**config.mk**
```make
export PLATFORM = sky130hd
export DESIGN_NAME = dutif_flash_trace
export DESIGN_NICKNAME = d
export VERILOG_FILES = /design/src/rtl/dutif_flash_trace.sv
export SDC_FILE = /design/constraint.sdc
export NUM_CORES = 1
export LEC_CHECK = 0
export CORE_AREA = 4 4 228 230
export CTS_CLUSTER_DIAMETER = 200
export DETAILED_ROUTE_END_ITERATION = 7
export DIE_AREA = 0 0 232 234
export GPL_TIMING_DRIVEN = 1
export MAX_ROUTING_LAYER = met4
export PLACE_DENSITY = 0.77
export RECOVER_POWER = 50
export REMOVE_ABC_BUFFERS = 1
export SLEW_MARGIN = 5
export SYNTH_ARGS = -nofsm -noshare
export SYNTH_HDL_FRONTEND = slang
export SYNTH_SLANG_ARGS = --single-unit
```
**constraint.sdc**
```tcl
create_clock -name clk -period 5.59 [get_ports clk]
set_input_delay 1.677 -clock clk [delete_from_list [all_inputs] [get_ports clk]]
set_output_delay 1.677 -clock clk [all_outputs]
set_load 0.05 [all_outputs]
```
**src/rtl/dutif_flash_trace.sv**
```systemverilog
// Command monitor and trace block for the DUT SPI flash interface.
// Counts every decoded flash opcode (total plus N_CH programmable per-opcode
// channels) and keeps a timestamped command log FIFO readable over a
// single-cycle-ack Wishbone slave.
module dutif_flash_trace #(
    parameter int N_CH      = 4,
    parameter int LOG_DEPTH = 16,
    parameter int TS_W      = 16
) (
    input  logic        clk,
    input  logic        rst_n,
    input  logic [7:0]  mon_cmd,
    input  logic        mon_stb,
    input  logic        dut_rst_n,
    input  logic [15:0] wb_addr,
    output logic [31:0] wb_rdata,
    input  logic [31:0] wb_wdata,
    input  logic        wb_we,
    input  logic        wb_cyc,
    output logic        wb_ack
);

    localparam int AW = (LOG_DEPTH > 1) ? $clog2(LOG_DEPTH) : 1;
    localparam int LW = AW + 1;
    localparam int EW = TS_W + 8;

    // Bus registers
    logic              wb_ack_r;
    logic [31:0]       wb_rdata_r;

    // Control / status state
    logic              enable_r;
    logic              overwrite_r;
    logic              ovf_r;
    logic [TS_W-1:0]   ts_r;
    logic [31:0]       total_r;

    // Match channels
    logic [7:0]        op_r  [N_CH];
    logic [23:0]       cnt_r [N_CH];

    // Log FIFO
    logic [EW-1:0]     mem_r [LOG_DEPTH];
    logic [AW-1:0]     wr_ptr_r;
    logic [AW-1:0]     rd_ptr_r;
    logic [LW-1:0]     level_r;

    // Decoded strobes
    logic              acc_s;
    logic              wr_acc_s;
    logic              rd_acc_s;
    logic [3:0]        addr_s;
    logic              csr_wr_s;
    logic              total_wr_s;
    logic              clear_s;
    logic              empty_s;
    logic              full_s;
    logic              pop_s;
    logic              push_s;
    logic              do_write_s;
    logic              drop_old_s;
    logic              rd_adv_s;
    logic              ovf_set_s;
    logic [EW-1:0]     head_s;
    logic [N_CH-1:0]   ch_sel_s;
    logic [N_CH-1:0]   ch_wr_s;
    logic [31:0]       ch_rd_s;
    logic [31:0]       rd_val_s;
    logic              unused_s;

    assign wb_ack   = wb_ack_r;
    assign wb_rdata = wb_rdata_r;

    // An access takes effect only on the edge that raises ack, so each
    // request produces exactly one side effect.
    assign acc_s      = wb_cyc & ~wb_ack_r;
    assign wr_acc_s   = acc_s & wb_we;
    assign rd_acc_s   = acc_s & ~wb_we;
    assign addr_s     = wb_addr[3:0];
    assign csr_wr_s   = wr_acc_s & (addr_s == 4'h0);
    assign total_wr_s = wr_acc_s & (addr_s == 4'h1);
    assign clear_s    = csr_wr_s & wb_wdata[2];

    assign empty_s = (level_r == {LW{1'b0}});
    assign full_s  = (level_r == LW'(LOG_DEPTH));
    assign head_s  = mem_r[rd_ptr_r];

    // FIFO arbitration: a pop and a push on the same edge never overflow;
    // a push into a full FIFO without a pop either drops the new entry or
    // evicts the oldest, depending on the overwrite policy.
    assign pop_s      = rd_acc_s & (addr_s == 4'h2) & ~empty_s;
    assign push_s     = enable_r & mon_stb & ~clear_s;
    assign do_write_s = push_s & (~full_s | pop_s | overwrite_r);
    assign drop_old_s = push_s & full_s & ~pop_s & overwrite_r;
    assign rd_adv_s   = pop_s | drop_old_s;
    assign ovf_set_s  = push_s & full_s & ~pop_s;

    assign unused_s = ^{wb_addr[15:4], wb_wdata[31:11], wb_wdata[9:8]};

    // Channel address decode and read-data gather without an oversized index
    always_comb begin
        ch_sel_s = {N_CH{1'b0}};
        ch_rd_s  = 32'h0;
        for (int i = 0; i < N_CH; i++) begin
            ch_sel_s[i] = (addr_s == 4'(8 + i));
            ch_rd_s     = ch_rd_s | ({32{ch_sel_s[i]}} & {cnt_r[i], op_r[i]});
        end
        ch_wr_s = ch_sel_s & {N_CH{wr_acc_s}};
    end

    // Register read multiplexer; unmapped addresses read as zero
    always_comb begin
        rd_val_s = 32'h0;
        case (addr_s)
            4'h0: rd_val_s = {7'b0, 9'(level_r), 5'b0, ovf_r, full_s, empty_s,
                              6'b0, overwrite_r, enable_r};
            4'h1: rd_val_s = total_r;
            4'h2: rd_val_s = empty_s ? 32'h0
                                     : {1'b1, 23'(head_s[EW-1:8]), head_s[7:0]};
            4'h3: rd_val_s = 32'(ts_r);
            default: rd_val_s = ch_rd_s;
        endcase
    end

    // Wishbone ack and registered read data, zero outside the ack cycle
    always_ff @(posedge clk) begin
        if (!rst_n) begin
            wb_ack_r   <= 1'b0;
            wb_rdata_r <= 32'h0;
        end else begin
            wb_ack_r <= acc_s;
            if (acc_s) begin
                wb_rdata_r <= rd_val_s;
            end else begin
                wb_rdata_r <= 32'h0;
            end
        end
    end

    // CSR bits, sticky overflow and the free-running timestamp
    always_ff @(posedge clk) begin
        if (!rst_n) begin
            enable_r    <= 1'b0;
            overwrite_r <= 1'b0;
            ovf_r       <= 1'b0;
            ts_r        <= {TS_W{1'b0}};
        end else begin
            if (csr_wr_s) begin
                enable_r    <= wb_wdata[0];
                overwrite_r <= wb_wdata[1];
            end
            if (clear_s) begin
                ovf_r <= 1'b0;
            end else if (ovf_set_s) begin
                ovf_r <= 1'b1;
            end else if (csr_wr_s && wb_wdata[10]) begin
                ovf_r <= 1'b0;
            end
            if (clear_s) begin
                ts_r <= {TS_W{1'b0}};
            end else if (enable_r) begin
                ts_r <= ts_r + TS_W'(1);
            end
        end
    end

    // Log FIFO storage, pointers and fill level
    always_ff @(posedge clk) begin
        if (!rst_n) begin
            wr_ptr_r <= {AW{1'b0}};
            rd_ptr_r <= {AW{1'b0}};
            level_r  <= {LW{1'b0}};
            for (int i = 0; i < LOG_DEPTH; i++) begin
                mem_r[i] <= {EW{1'b0}};
            end
        end else if (clear_s) begin
            wr_ptr_r <= {AW{1'b0}};
            rd_ptr_r <= {AW{1'b0}};
            level_r  <= {LW{1'b0}};
        end else begin
            if (do_write_s) begin
                mem_r[wr_ptr_r] <= {ts_r, mon_cmd};
                wr_ptr_r        <= wr_ptr_r + AW'(1);
            end
            if (rd_adv_s) begin
                rd_ptr_r <= rd_ptr_r + AW'(1);
            end
            case ({do_write_s, rd_adv_s})
                2'b10:   level_r <= level_r + LW'(1);
                2'b01:   level_r <= level_r - LW'(1);
                default: level_r <= level_r;
            endcase
        end
    end

    // Total command counter; DUT reset and bus clear both win over a strobe
    always_ff @(posedge clk) begin
        if (!rst_n) begin
            total_r <= 32'h0;
        end else if (!dut_rst_n || total_wr_s) begin
            total_r <= 32'h0;
        end else if (mon_stb) begin
            total_r <= total_r + 32'd1;
        end
    end

    // Per-channel opcode registers and saturating match counters
    always_ff @(posedge clk) begin
        if (!rst_n) begin
            for (int i = 0; i < N_CH; i++) begin
                op_r[i]  <= 8'h00;
                cnt_r[i] <= 24'h0;
            end
        end else begin
            for (int i = 0; i < N_CH; i++) begin
                if (ch_wr_s[i]) begin
                    op_r[i] <= wb_wdata[7:0];
                end
                if (!dut_rst_n || ch_wr_s[i]) begin
                    cnt_r[i] <= 24'h0;
                end else if (mon_stb && (op_r[i] == mon_cmd)
                             && (cnt_r[i] != 24'hFFFFFF)) begin
                    cnt_r[i] <= cnt_r[i] + 24'd1;
                end
            end
        end
    end

endmodule

```
==> ci_impl_report.md <==
### Yosys + OpenROAD results

| Metric | Value |
|---|---|
| Setup TNS | `0 ns` |
| Non-clk buf share | `3.49%` |
| Worst Setup Start Kind | `input port` |
| Post-synth top cells | `edfxtp_1 (512), and2_1 (415), nor2_1 (184)` |
| Fin nets | `approximately 2500` |
| Failing checks | `capacitance limit, slew limit` |
| Synth warnings | `0` |
| Worst hold path type | `reg2reg` |
| Dpl hpwl | `52100 µm` |
| Site Rows | `roughly 80` |
| Total of max-cap violations | `8` |
| Mapped cell area | `29600 µm²` |
| I/O Pins | `approximately 95` |
| Power per cell area | `~300 nW/µm²` |
| Crit path DRT | `6.05 ns` |
| Synthesis-stage register bit count | `613` |
| Synth top area cells | `edfxtp_1 (52%), and2_1 (8.8%), dfxtp_1 (6.8%)` |
| Invs w/o clock | `35` |
| P_leak | `11.1 nW` |
| Fin crit share | `91.2%` |
| FMAX | `196 MHz` |
| DRC violation total after the first TritonRoute iteration | `~2600` |
| TAP cells | `672` |
| Dpl cell area | `slightly above 30000 µm²` |
| IO Port Bufs | `59` |
| Largest class | `flip-flops and latches` |
| Status | `finished with violations` |
| CTS tree | `done` |
| Clock transition at the registers of the reported paths | `0.06 ns` |
| Non-Filler Instances | `3106` |
| Flop count | `613` |
| Seq share, synth | `about three fifths` |
| First-pass DRT Iterations | `5` |
| Combinational Gates | `1521` |
| CTS Sinks | `613` |
| Worst Hold Depth | `2` |
| Sequential standard cell area | `17400 µm²` |
| Final global-route overflow total | `0` |
| # H-tree levels | `3` |
| Drt drc | `0` |
| Syn Inst Count | `2347` |
| Slew @ Worst Pin | `1.90 ns` |
| Largest net degree at the start of global routing | `51` |
| Clk tree area frac | `6.20%` |
| Logic area | `11300 µm²` |
| FP Core Util | `between 50% and 60%` |
| # hold bufs at CTS | `0` |
| Wire per inst | `26.5 µm` |
| Crit path time final | `about 5 ns` |
| N_diodes | `1` |
| Leading area contributor after synthesis | `edfxtp_1` |
| Maximum fanout along the worst path | `23` |
| Flop share of the area | `53.0%` |
| R2R cell count | `8` |
| Placer Congestion | `approximately 0.90` |
| Core Region | `49900 µm²` |
| FFs w/ async S/R, synth | `0%` |
| Final Max Tran Viols | `209` |
| Yosys top cell area share | `51.9%` |
| CP Data Arrival Time | `roughly 5.6 ns` |
## sequential cells by signal, summed over array words and instances, names as in the netlist, 4 cells and up, named ones only
register and flops:
op_r 32, rd_ptr_r 4, wr_ptr_r 4, level_r 5, total_r 32, mem_r 384
ts_r 16, wb_rdata 32, cnt_r 96
## final timing paths
check	start	to	slack, ns
hold / removal	rd_ptr_r[3]	flip-flop	0.47
setup / recovery	wb_cyc	mem_r[14][7]	0.49
setup reg to reg	wb_ack	mem_r[14][7]	1.76
hold reg to reg	rd_ptr_r[3]	flip-flop	0.47
## worst max-delay path: stages
cell and delay [ns]:
dlygate4sd3_1 0.59, and3b_1 0.37, a41oi_1 0.50, clkbuf_1 0.23, nand2_2 0.09, buf_4 0.23
nor3_1 0.29, clkbuf_1 1.28, and2_1 0.27
## cells by family (layout without fill, tap and decap cells)
| logic type | Yosys count | after routing | synth area share, % |
|---|---|---|---|
| multiplexers | 158 | 158 | 9.22 |
| AND-OR/OR-AND | 199 | 199 | 4.67 |
| buffers and inverters | 213 | 299 | 2.99 |
| adder cells (fa/ha/maj) | 16 | 16 | 0.701 |
| flip-flops | 613 | 613 | 58.7 |
| AND/OR/NAND/NOR | 984 | 984 | 18.9 |
| other | 0 | 1 | 0 |
| XOR/XNOR | 164 | 164 | 4.85 |
## power breakdown
part	leakage [nW]	switching [mW]	internal [mW]
logic	4.11	0.288	0.135
clock network	0.989	1.82	2.34
registers	6.05	0.0830	5.10
## per-layer routing
metal / global-route usage, % / vias up / part of all wire, %
met2: 48.0 / 1141 / 46
met3: 6.83 / 187 / 11
met4: 11.4 / 0 / 4.0
met1: 42.7 / 9967 / 39
li1: - / 8646 / -
met5: - / - / 0
==> images/clock_wires.png <==
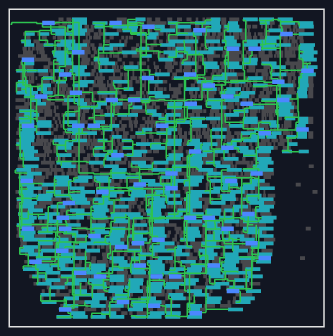
cyan -> flip-flops  # count 613
blue -> clock-net drivers  # count 66
green -> clock wires  # length 7120 µm
routed clock nets = 67
clk_lat worst skew: 0.61 ns
Clock Skew: 0.0176 ns
Clock net power: 4.15 mW

==> images/gates.png <==
The bar under the picture is 50 µm long.
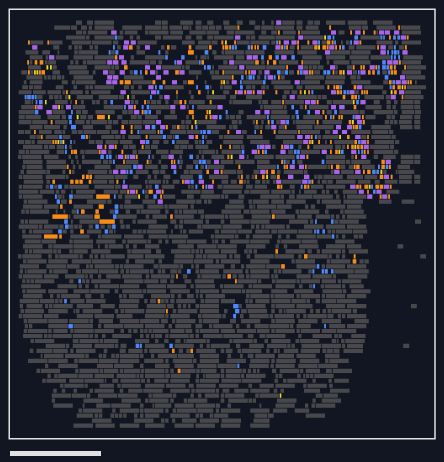
purple -> xor and xnor cells  # cells 164, most used xor2_1
blue -> nand cells  # cells 216, most used nand2_1
yellow -> inv cells  # cells 35, most used inv_1
orange -> nor cells  # cells 290, most used nor2_1
combinational share of cell area: 34.3%
most numerous logic cell after layout: edfxtp_1

==> images/m3.png <==
Cells faint in the background.
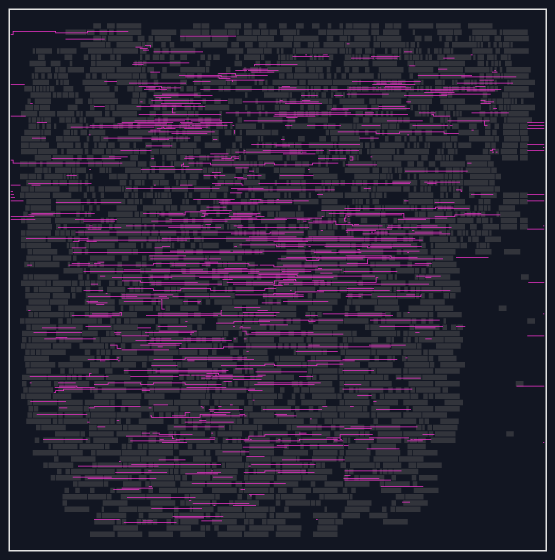
wire length on this layer = 8960 µm
main direction = horizontal

==> images/congestion_map.png <==
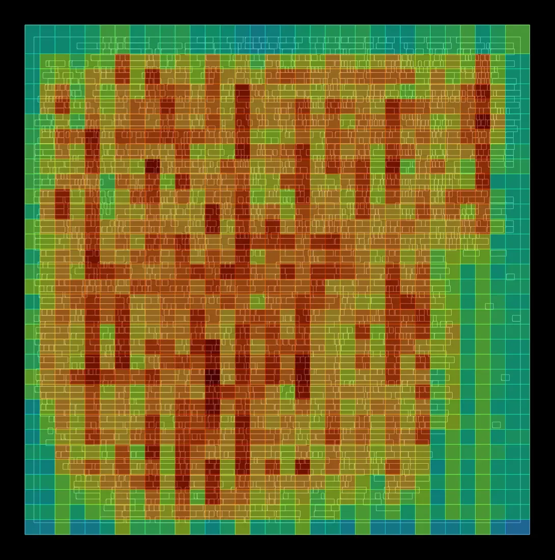
met1 Track Usage GR: 42.7%
aggregate global-route resource usage: 31.6%
global routing usage on met3: 6.83%
fin util: 65.8%
most used routing layer: met2

==> images/sizing.png <==
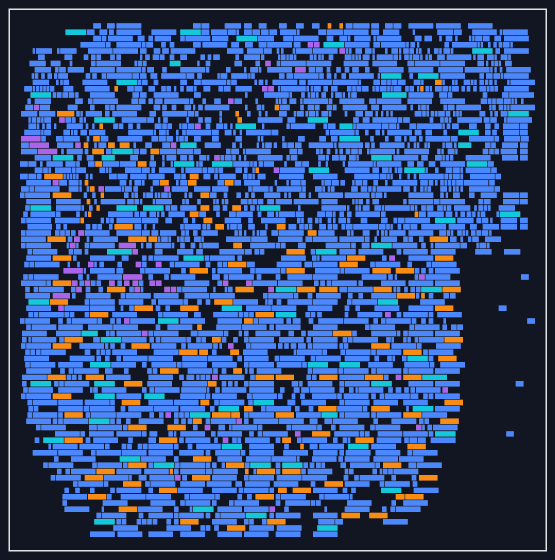
orange -> x2  # cells 148, share 6.1%
purple -> x3 and x4  # cells 64, share 2.6%
cyan -> x6 and larger  # cells 77, share 3.2%
blue -> x1 and smaller  # cells 2144, share 88%
Buffers, non-clock: 148
design area: 32800 µm²
Area Overhead vs Synth: 10.8%
final setup margin: 0.493 ns

Power is estimated from default activity; no workload was simulated.
